### Metal 2, run 1

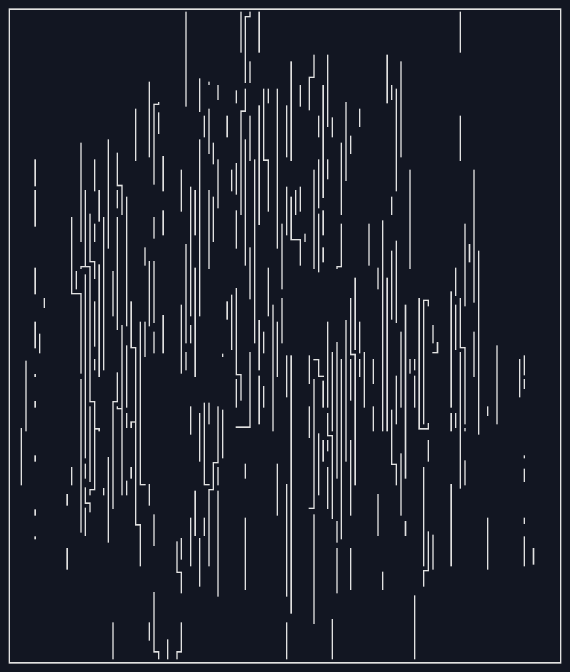
### Cell density map, run 1

6 x 7 tiles, from white (low) to dark blue (high), 0 to 100% covered.
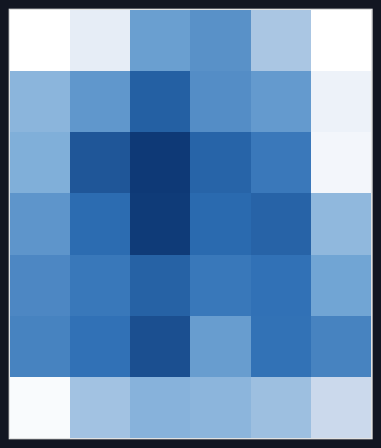
### Gate-type map, run 1

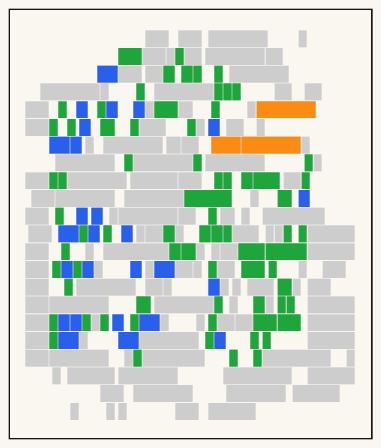
==> config.mk <==
export PLATFORM = sky130hd
export DESIGN_NAME = seq_comparator_flat
export DESIGN_NICKNAME = d
export VERILOG_FILES = /design/src/rtl/seq_comparator_if.sv /design/src/rtl/seq_comparator.sv /design/src/flat_wrapper.sv
export SDC_FILE = /design/constraint.sdc
export NUM_CORES = 1
export LEC_CHECK = 0
export ABC_AREA = 1
export CORE_ASPECT_RATIO = 1.2
export CORE_MARGIN = 2
export CORE_UTILIZATION = 44
export DETAILED_ROUTE_END_ITERATION = 8
export PLACE_DENSITY = 0.76
export SYNTH_ARGS = -nofsm -noshare
export SYNTH_HDL_FRONTEND = slang
export SYNTH_SLANG_ARGS = --single-unit
==> constraint.sdc <==
create_clock -name clk -period 1.3 [get_ports clk]
set_input_delay 0.26 -clock clk [delete_from_list [all_inputs] [get_ports clk]]
set_output_delay 0.26 -clock clk [all_outputs]
set_load 0.1 [all_outputs]
==> deck_impl_summary.md, run 1 <==
Flow Results at a Glance

Status
  – Outcome: finished with violations
  – Violated checks: negative setup slack

Power
  – PnR Total Power: around 4.6 mW
  – VDD IR max: 0.001864 V
  – Clock power share: between 7 and 8%
  – Clock Power: 0.348 mW
  – Switching share of power: between 40% and 50%
  – P_int: 2.410 mW
  – Seq pwr share: approximately 30%
  – Combinational logic power: about 2.9 mW
  – P_leak: around 1 nW

Global routing
  – Grt ovf: 0
  – First-pass GRT wire length: 4864 µm
  – Vias in the first global route: 1193

Placed design
  – Post-detail-place hpwl: 2066 µm
  – Port-buffer cells: 29
  – RD Place Congestion: 0.8215
  – Placed cells: 251

Worst setup path
  – CP peak stage delay: 440 ps
  – Slowest CP cell: dfrtp_1
  – Most frequent CP cell: nand2_4
  – R2R cell count: 8
  – Worst-path cell chain: ha_4, nand2_4, nor2_4, nand2_4, nand2_8, buf_12, nand2_1, o21ai_1
  – Crit path DAT: between 1500 and 2000 ps
  – CP bufs+invs: 1
  – Crit-path max FO: 9
  – Worst Path Required: 1560 ps
  – Type of origin of the critical path: flip-flop
  – Critical path class: flip-flop to flip-flop
  – Worst path depth: 8

Route
  – DRT antenna net count: 0
  – Met2 WL: roughly 1500 µm
  – DR top layer: met4
  – Vias/cell: 4.755
  – DRC violations left: 0

Logic synthesis
  – Netlist Area Pre-Place: around 1400 µm²
  – Synthesized area per cell: 7.773 µm²
  – Ys Warns: 0
  – Synth flops: 25
  – Distinct lib cells: 23
  – Post-synth area from yosys stat: 1391 µm²
  – Post-Syn Instances: roughly 180

Final layout
  – Area grow syn2layout: 46.58%
  – Most numerous logic cells after layout: nand2_1 (50), inv_1 (25), clkdlybuf4s50_1 (21), dfrtp_1 (21), buf_4 (13)
  – Most numerous logic cell after layout: nand2_1
  – Fillers: 250
  – Layout cells sized above 1: 27.60%

CTS
  – CTS Hold Buffers Added: 0
  – Clock transition at path regs: 130 ps
  – CTS tree: yes
  – Clk latency late pin: 320 ps
  – Root Driver: clkbuf_4
  – H-tree Lvls: 1

Final timing
  – Final Hold Viols: 0
  – Final setup slack of the worst path: -91.73 ps
  – Final period utilization: 107.1%
  – Worst Skew: between 4 and 5 ps
  – Final setup fails: 21
  – RSZ-0062 raised after global routing: true
  – Pins Over Slew Limit: 0
  – Crit path time final: approximately 1400 ps

Worst hold path
  – Worst Hold Class: input port to async pin

Flow run
  – OpenROAD warning count: 29
  – Max_cap viols: 0

Floorplan
  – Die span in y: 65.60 µm
  – Die width: 55.34 µm
-- 'Metal 2' (at the start) --
wire length on this layer	1510 µm
main direction	vertical
share of all routed wire	53%
grt met2 use: 29.76%
DR vias: 1222
final wirelength: 2861 µm

-- 'Cell density map' (at the start) --
densest ninth of the die	center
nearly empty tiles	4.8%
mean over tiles	55%
fp util: 45.95%
core area: 3028 µm²
Final Util: 67.36%

-- 'Gate-type map' (at the start) --
family	color	cells	most used
adder and majority cells	orange	3	ha_4
NAND gates	green	72	nand2_1
inverting AOI/OAI gates	blue	26	o21ai_0
combinational share of cell area: 33.37%
post-route insts no fill: 257

[run 1: what timing repair did]
| item | in CTS | in global routing |
|---|---|---|
| resized | 10 | 7 |
| pin swaps | 0 | 5 |
| setup endpoints to repair | 22 | 28 |
| gates cloned | 1 | 0 |
| buffers inserted | 0 | 1 |
[run 1: cells by family after synthesis]
kind of cell	synth area share, %
compound gates	9.892
fa+ha+maj	2.698
buf+inv	14.48
flops	45.05
mux	0.7195
other cells	0.2695
simple gates	26.89
[run 1: final cells by class]
cell class              instances  area [µm²]  area share [%]
inverters                      28       105.1           5.153
well taps                      36       45.04           2.209
repair buffers                 46       546.8           26.81
multi-input cells             118       680.7           33.37
clock buffers                   4       26.28           1.288
flip-flops and latches         25       635.6           31.17
[run 1: tightest hold or removal path, stage by stage]
cell and delay [ps]:
clkdlybuf4s50_1 390, inv_1 90, buf_12 180
[run 1: per-stage QoR]
stage	setup slack [ps]	hold slack, ps	cell area (µm²)	setup TNS (ps)	utilization, %
final	-91.73	243.1	2039	-1160	67.36
after global routing	-155.6	258.1	2039	-2658	67.36
after CTS	-116.6	248.4	2004	-1784	66.20
after detailed placement	-269.9	466.4	1917	-5642	63.31
after global placement	-220.1	463.5	1917	-4744	63.31
after floorplan	-18.78	286.6	1460	-227.7	-
[run 1: synthesized netlist by cell type, drive strengths merged]
library cell,number,area share (%)
a21oi,1,0.36
buf,12,6.9
conb,1,0.27
dfrtp,24,43
dfstp,1,1.9
ha,3,2.7
inv,28,7.6
mux2i,1,0.72
nand2,56,16
nand3,14,5.8
nand4,2,0.90
nor2,9,3.0
o21ai,25,9.5
or2,2,0.90
[run 1: per-layer routing]
metal  global-route usage, %  up-vias
met3                   2.756        8
met4                   10.98        0
met1                   19.52      552
li1                        -      629
met2                   29.76       33
met5                       0        -
==> run 1 -> run 2 <==
Settings changed: SKIP_LAST_GASP set to 1, TNS_END_PERCENT set to 10.
### Gate-type map, run 2

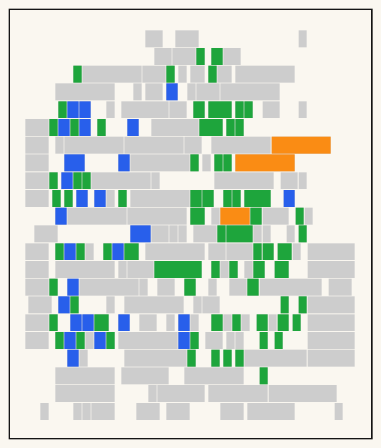
combinational share of cell area: 31.62%
most numerous logic cell after layout: nand2_1

### Track usage over the die, run 2

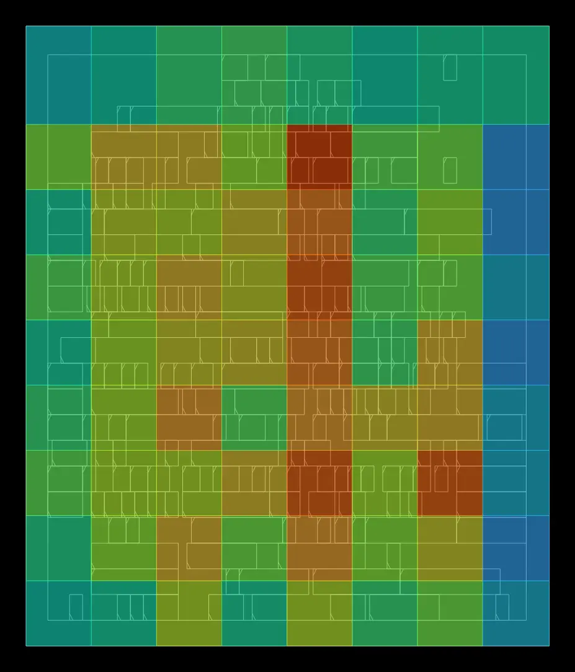
GR Layer Usage met3: 2.362%
WL/cell: 10.11 µm
grt met2 use: 29.17%
Total GRT Usage: 14.97%
met1 usage: 16.88%

==> run 2 against run 1 <==
  * The flow still finishes with violations (negative setup slack)
  * Clock power decreased by 2%
  * Clock skew decreased by 2.6 ps
  * Clock-buffer cell count unchanged
  * Via count shrank 0.98%
  * First-iteration DRC count up 44%
  * Sequential power about the same
  * Sequential share of layout area is 0.52 points higher
  * Largest cell class is now sequential cells
==> deck_impl_summary.md, run 2 <==
Flow Results at a Glance

Final timing
  – Final setup fails: 19
  – Fmax: 734.8 MHz
  – Final setup slack of the worst path: -60.98 ps
  – Final period utilization: 104.7%
  – RSZ-0062 raised after global routing: true
  – Pins Over Slew Limit: 0
  – Final Hold Viols: 0
  – Crit path time final: 1361 ps
  – Worst Skew: 1.950 ps

Logic synthesis
  – Post-synth EDFFs: 0
  – Simple Share, Synth: 26.89%
  – Distinct lib cells: 23
  – Yosys cell count: 179
  – Ys Warns: 0
  – Adder Area Share: 2.698%
  – Synth Seq Share: 45.05%
  – Post-synth area from yosys stat: 1391 µm²
  – Netlist Area Pre-Place: 1391 µm²
  – Top cells by area: dfrtp_1 (43%), nand2_1 (14%), inv_1 (7.6%)
  – Ys async rst share: 100.0%
  – Synth Flop Type: dfrtp_1
  – Dominant comb cell: simple AND/OR/NAND/NOR gates
  – Top post-synthesis cells by count: nand2_1 (53), inv_1 (28), dfrtp_1 (24)
  – Post-synthesis mux area share: 0.7194%
  – Xor+xnor area frac: 0%
  – Ao+oa area frac: 9.892%
  – Synthesized area per cell: between 7 and 8 µm²
  – Cell type with the largest total area: dfrtp_1
  – Top-area cell type share of the netlist area: 43.17%
  – Post-Syn Instances: between 150 and 200
  – Synth flops: 25
  – Yosys top cell by instances: nand2_1

Route
  – DRT antenna net count: 0
  – Vias/cell: 4.708
  – Detailed Route Iter0 Violations: 26
  – Iteration count of the initial detailed-routing pass: 4
  – DRC violations left: 0

Global routing
  – Vias in the first global route: 1109
  – Grt ovf: 0
  – First-pass GRT wire length: roughly 4400 µm
  – Largest net degree at the start of global routing: 19
  – Initial antenna violation count: 0

Flow run
  – OpenROAD warning count: 29
  – Max_cap viols: 0

Power
  – Pwr dens: 2210 nW/µm²
  – PnR Total Power: approximately 4.4 mW
  – Switching share of power: 46.58%
  – VDD IR max: 0.001671 V
  – Combinational power share: roughly 62%
  – P_seq: 1.33 mW
  – Seq pwr share: 30.1%
  – Clock power share: between 7 and 8%
  – P_leak: between 1 and 1.5 nW
  – Sw Pwr: between 2 and 2.5 mW
  – Clock Power: between 0.3 and 0.4 mW
  – P_int: 2.359 mW
  – Combinational logic power: 2.75 mW
  – Pwr top: combinational cells

Status
  – Violated checks: negative setup slack
  – Outcome: finished with violations

Worst setup path
  – Crit-path max FO: 7
  – Type of origin of the critical path: flip-flop
  – Crit path DAT: 1610 ps
  – R2R cell count: 8
  – Worst-path cell chain: ha_4, nand2_4, nor2_4, nand2_4, nand2_8, buf_6, nand2_2, o21ai_1
  – Slowest CP cell: dfrtp_1
  – Critical path class: flip-flop to flip-flop
  – Reg-to-reg slack, setup: -60 ps
  – CP peak stage delay: 430 ps
  – Worst Path Required: between 1500 and 2000 ps
  – Most frequent CP cell: nand2_4
  – Critical path endpoint category: flip-flop

CTS
  – Root Driver: clkbuf_4
  – Clock Tree Buf Depth: 2
  – TritonCTS buffer count: 3
  – Clock sinks: 25
  – CTS tree: yes
  – Clk latency late pin: between 300 and 400 ps
  – Clock transition at path regs: roughly 130 ps
  – H-tree Lvls: 1
  – Post-CTS Setup Bufs: 0

Floorplan
  – Die span in y: 65.60 µm
  – Core area: roughly 3000 µm²
  – Fp util: 45.95%
  – Die area: 3630 µm²
  – I/O pin total: 35
  – Cell Rows: 22
  – Die width: roughly 55 µm

Final layout
  – Final Util: 65.99%
  – Antenna cell count: 0
  – Most numerous logic cells after layout: nand2_1 (50), inv_1 (26), clkdlybuf4s50_1 (21), dfrtp_1 (21)
  – Fin nets: 247
  – Layout cells sized above 1: 22.62%
  – Area grow syn2layout: 43.62%
  – Post-route insts no fill: approximately 260

Placed design
  – Pre-CTS setup slack: -264.5 ps
  – Post-detail-place hpwl: approximately 2100 µm
  – RD Place Congestion: 0.8170
  – Port-buffer cells: 29
  – Placed cells: 252

Worst hold path
  – Worst Hold Class: input port to async pin
### Signal wires by layer, run 2

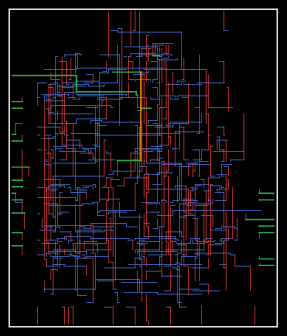
layer	color	wire length
met4	orange	18.4 µm
met2	red	1370 µm
met3	green	91.7 µm
met1	blue	1120 µm
DR vias: 1210
final wirelength: 2597 µm

run 2: worst max-delay path: cells and delay by family (launching register included):
kind | cells | cell delay, ps
adder cells (fa/ha/maj) | 1 | 300
flip-flops | 1 | 430
AND/OR/NAND/NOR | 5 | 340
AND-OR/OR-AND | 1 | 70
buffers and inverters | 1 | 140
run 2: layout make-up:
| type | instances | area, µm² |
|---|---|---|
| Clock buffer | 4 | 26.28 |
| Fill cell | 240 | 1030 |
| Inverter | 28 | 105.1 |
| Multi-Input combinational cell | 118 | 631.9 |
| Sequential cell | 25 | 633.1 |
| Tap cell | 36 | 45.04 |
| Timing Repair Buffer | 46 | 556.8 |
run 2: layer usage:
layer | share of wire [%] | GRT usage, % | up-vias | wire length, µm
li1 | - | - | 630 | -
met1 | 43 | 16.88 | 552 | 1115
met2 | 53 | 29.17 | 25 | 1372
met3 | 3.5 | 2.362 | 3 | 91
met4 | 0.69 | 3.659 | 0 | 18
met5 | 0 | 0 | - | 0
run 2: timing repair:
item	in CTS	in global routing
pin swaps	0	2
gates cloned	0	1
gates resized	0	7
hold buffers	0	0
endpoints found under the setup margin	22	27
run 2: stage by stage:
step / hold slack, ps / TNS [ps] / area, µm²
after floorplan: 286.5 / -151.7 / 1453
after global placement: 466.4 / -4407 / 1929
after detailed placement: 469.1 / -4650 / 1929
after CTS: 173.0 / -1475 / 1956
after global routing: 192.6 / -2682 / 1998
final: 174.0 / -827.2 / 1998
run 2: kinds of logic after synthesis:
kind of cell	after synthesis
adder cells (fa/ha/maj)	3
buffers and inverters	40
AND-OR/OR-AND	26
multiplexers	1
flip-flops	25
AND/OR/NAND/NOR	83
other	1
No activity file was given, so power comes from the tool's default toggle rates.
